==> images/final_congestion.png <==
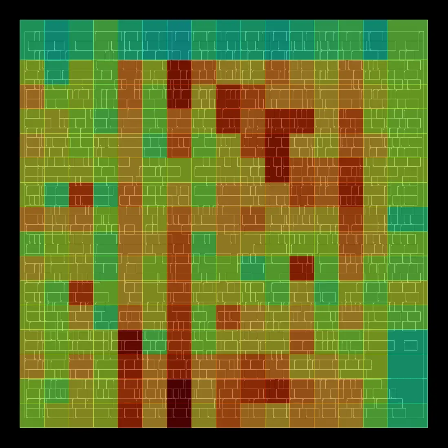
==> images/gate_families.png <==
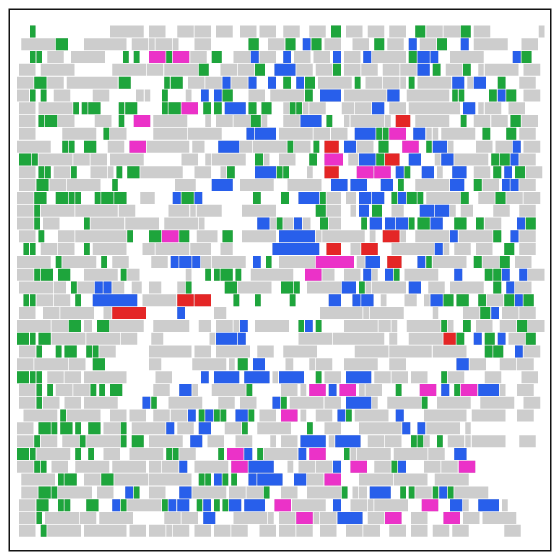
==> images/metal_stack.png <==
Two of the layers only.
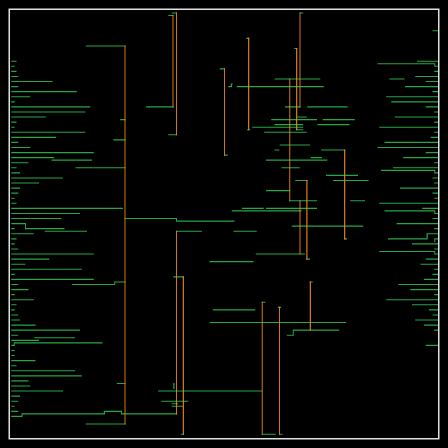
==> images/registers.png <==
Scale bar: 20 um.
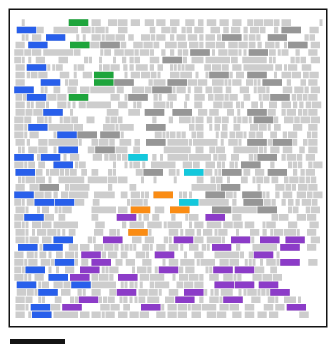
==> images/met4.png <==
Scale bar: 20 um.
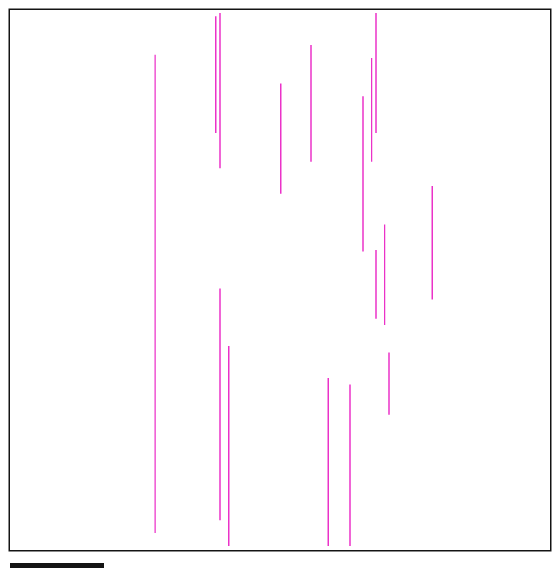
==> config.mk <==
export PLATFORM = sky130hd
export DESIGN_NAME = lsu_mem_flat
export DESIGN_NICKNAME = d
export VERILOG_FILES = /design/src/rtl/lsu_mem_if.sv /design/src/rtl/lsu_mem.sv /design/src/flat_wrapper.sv
export SDC_FILE = /design/constraint.sdc
export NUM_CORES = 1
export LEC_CHECK = 0
export CORE_UTILIZATION = 47
export DETAILED_ROUTE_END_ITERATION = 7
export PLACE_DENSITY = 0.87
export SYNTH_ARGS = -nofsm -noshare
export SYNTH_HDL_FRONTEND = slang
export SYNTH_SLANG_ARGS = --single-unit
==> constraint.sdc <==
create_clock -name clk -period 3.94 [get_ports clk]
set_input_delay 0.788 -clock clk [delete_from_list [all_inputs] [get_ports clk]]
set_output_delay 0.788 -clock clk [all_outputs]
set_load 0.03 [all_outputs]
==> results.tsv <==
metric	value	unit
status	complete, no violations	
first-pass GRT wire length	28400	um
antenna-violating nets left	0	
CORE AREA	0.0122	mm2
Worst-Margin Slew	816	ps
flop2flop setup slack	1640	ps
Reg power frac	29.9	%
DPL Wire Length	12400	um
P_sw	1.64	mW
placed cell area	0.00846	mm2
Synth Area in Compound Gates	21.5	%
MaxCap Viol Count	0	
Fin Setup TNS	0	ps
DRT iter0 DRCs	441	
comb area leader	simple AND/OR/NAND/NOR gates	
drc violations	0	
Netlist cell types	47	
yosys simple share	28.0	%
post-synthesis sequential area ratio	37.9	%
Switching Share	34.4	%
total power	4.77	mW
Rows	40	
Post-synth mux share	5.09	%
design area	0.00907	mm2
clk ins delay skew pair	420	ps
clock buffer depth	2	
Synth top cell by count	nand2_1	
delay-heaviest family, CP	buffers and inverters	
pin count of the biggest net entering global routing	81	
worst min path class	flop to flop	
initial core utilization	48.9	%
GP Congestion	0.831	
crit share post-route	94.0	%
Achievable Freq	270	MHz
TritonCTS Buffers	17	
Reg2Reg Depth	4	
Synthesized registers	113	
Post-synth ARST share	0	%
chip width	115	um
via/cell ratio	5.39	
fill count	976	
ys cells	738	
Die Y	115	um
Chip Area	0.0132	mm2
layout cells sized above 1	8.43	%
area share, top type	37.9	%
CP max stage delay	700	ps
Clock power frac	33.7	%
grt ovf	0	
Post-Syn Area	0.00597	mm2
CP Launch Type	flop	
top cells by count, synth	152 x nand2_1, 113 x dfxtp_1, 59 x a21oi_1	
XORs/XNORs by Area	0	%
post-route minimum period	3700	ps
Worst Path Buf+Inv	3	
# resized after CTS	0	
number of post-CTS setup repair buffers	0	
Req. time, crit path	3150	ps
cell type with the largest total area	dfxtp_1	
CP Cell Sequence	inv_1 > ha_2 > buf_4 > nand3_1 > a21oi_1 > clkdlybuf4s50_1	
Setup crit end kind	output port	
area delta synth->final	52.0	%
YS chip area	0.00597	mm2
Max IR drop VDD	371	uV
WHS Path Cells	2	
LEAKAGE	3.33	nW
Top area cell types	dfxtp_1 38%, nand2_1 9.6%, nand3b_1 5.5%, a21oi_1 4.9%, mux2i_1 4.5%	
number of global-route vias before repair	5739	
internal power	3.13	mW
critical path class	flop to output port	
top_reg_cell synth	dfxtp_1	
Clk pin slew, worst setup/hold paths	60	ps
Buffers on Ports	249	
Biggest consumer	combinational logic	
Final setup viols	0	
Post-Place Worst Slack	467	ps
Ys Warns	0	
Clock Skews	6.61	ps
CP arrival	2920	ps
number of cells on the critical path	6	
Post-Synth Adder-Cell Area	1.05	%
Gate power share	36.4	%
WHS	453	ps
Avg Inst Size Synth	8.09	um2
H-tree Lvls	4	
Tool Warnings	30	
CTS tree	built	
Slew headroom	45.6	%
clk pwr	1.61	mW
initial antenna violation count	0	
CTS Sinks	113	
Hold Fails Final Rpt	0	
Top Ports	252	
DP Cell Count	1097	
CTS Hold Buffers Added	0	
n_diodes	0	
Mapped Cells	738	
router iterations before antenna repair	6	
RSZ-0062 raised after global routing	false	
most common logic cells in the final layout	246 x clkdlybuf4s50_1, 152 x nand2_1, 113 x dfxtp_1	
critical path peak fanout	34	
Post-layout nets	1095	
Root Buffer	clkbuf_16	
critical path's slowest cell	clkdlybuf4s50_1	
Comb group	1.74	mW
PnR worst setup slack	235	ps
Post-synth EDFFs	0	
Power Density	526	mW/mm2
Final Max Tran Viols	0	
-- final_congestion.png (at the start) --
GRT met2 Usage: 45.2%
Top Usage Layer GRT: met2
Util after Layout: 74.3%

-- gate_families.png (at the start) --
Key: magenta = multiplexers [cells 29]; red = AND-OR and OR-AND gates [cells 12]; green = NAND gates [cells 269, where all over the die]; blue = inverting AOI/OAI gates [cells 155]
most frequent logic cell in the layout: clkdlybuf4s50_1
post-route insts no fill: 1,129
Comb/total area: 36.9%

-- metal_stack.png (at the start) --
Key: green = met3 [wire length 1,420 um]; orange = met4 [wire length 518 um]
final wirelength: 18,100 um
post-DR wirelength/cell: 16.0 um
vias: 6,088
GRT Util Overall: 27.6%

-- registers.png (at the start) --
Key: orange = u_core.bus.bus_sel_o [placed flops 4]; blue = u_core.bus.bus_addr_o [placed flops 30, where a column on the left]; purple = u_core.bus.bus_wdata_o [placed flops 32, where a horizontal strip, bottom]; cyan = u_core.op_q [placed flops 3]; green = u_core.rd_q [placed flops 5, where north-west]
Another 39 sequential cells are not coloured.
reported sequential group power: 1.43 mW
Reg area: 0.00226 mm2
flop share of the area: 24.9%

-- met4.png (at the start) --
The layer carries 518 um of wire. 13 nets have wire on it.

layer usage:
layer	up-vias	part of all wire [%]	track usage (%)
met5	-	0	0
met4	0	2.9	12.6
met3	39	7.9	8.21
met2	247	47	45.2
met1	2801	42	33.4
li1	3001	-	-
cell type report:
type | instances | area, um2 | share of cell area (%)
Clock buffer | 18 | 429 | 4.73
Sequential cell | 113 | 2260 | 24.9
Clock inverter | 14 | 188 | 2.07
Inverter | 9 | 33.8 | 0.372
Multi-Input combinational cell | 546 | 3350 | 36.9
Tap cell | 168 | 210 | 2.32
Timing Repair Buffer | 261 | 2600 | 28.7
worst reg2reg max path, cell delays in order (launching register included):
cell and delay (ps):
dfxtp_1 820, clkinv_1 520, nand3_1 250, a31oi_4 290, a211oi_1 320
Power is estimated from default activity; no workload was simulated.
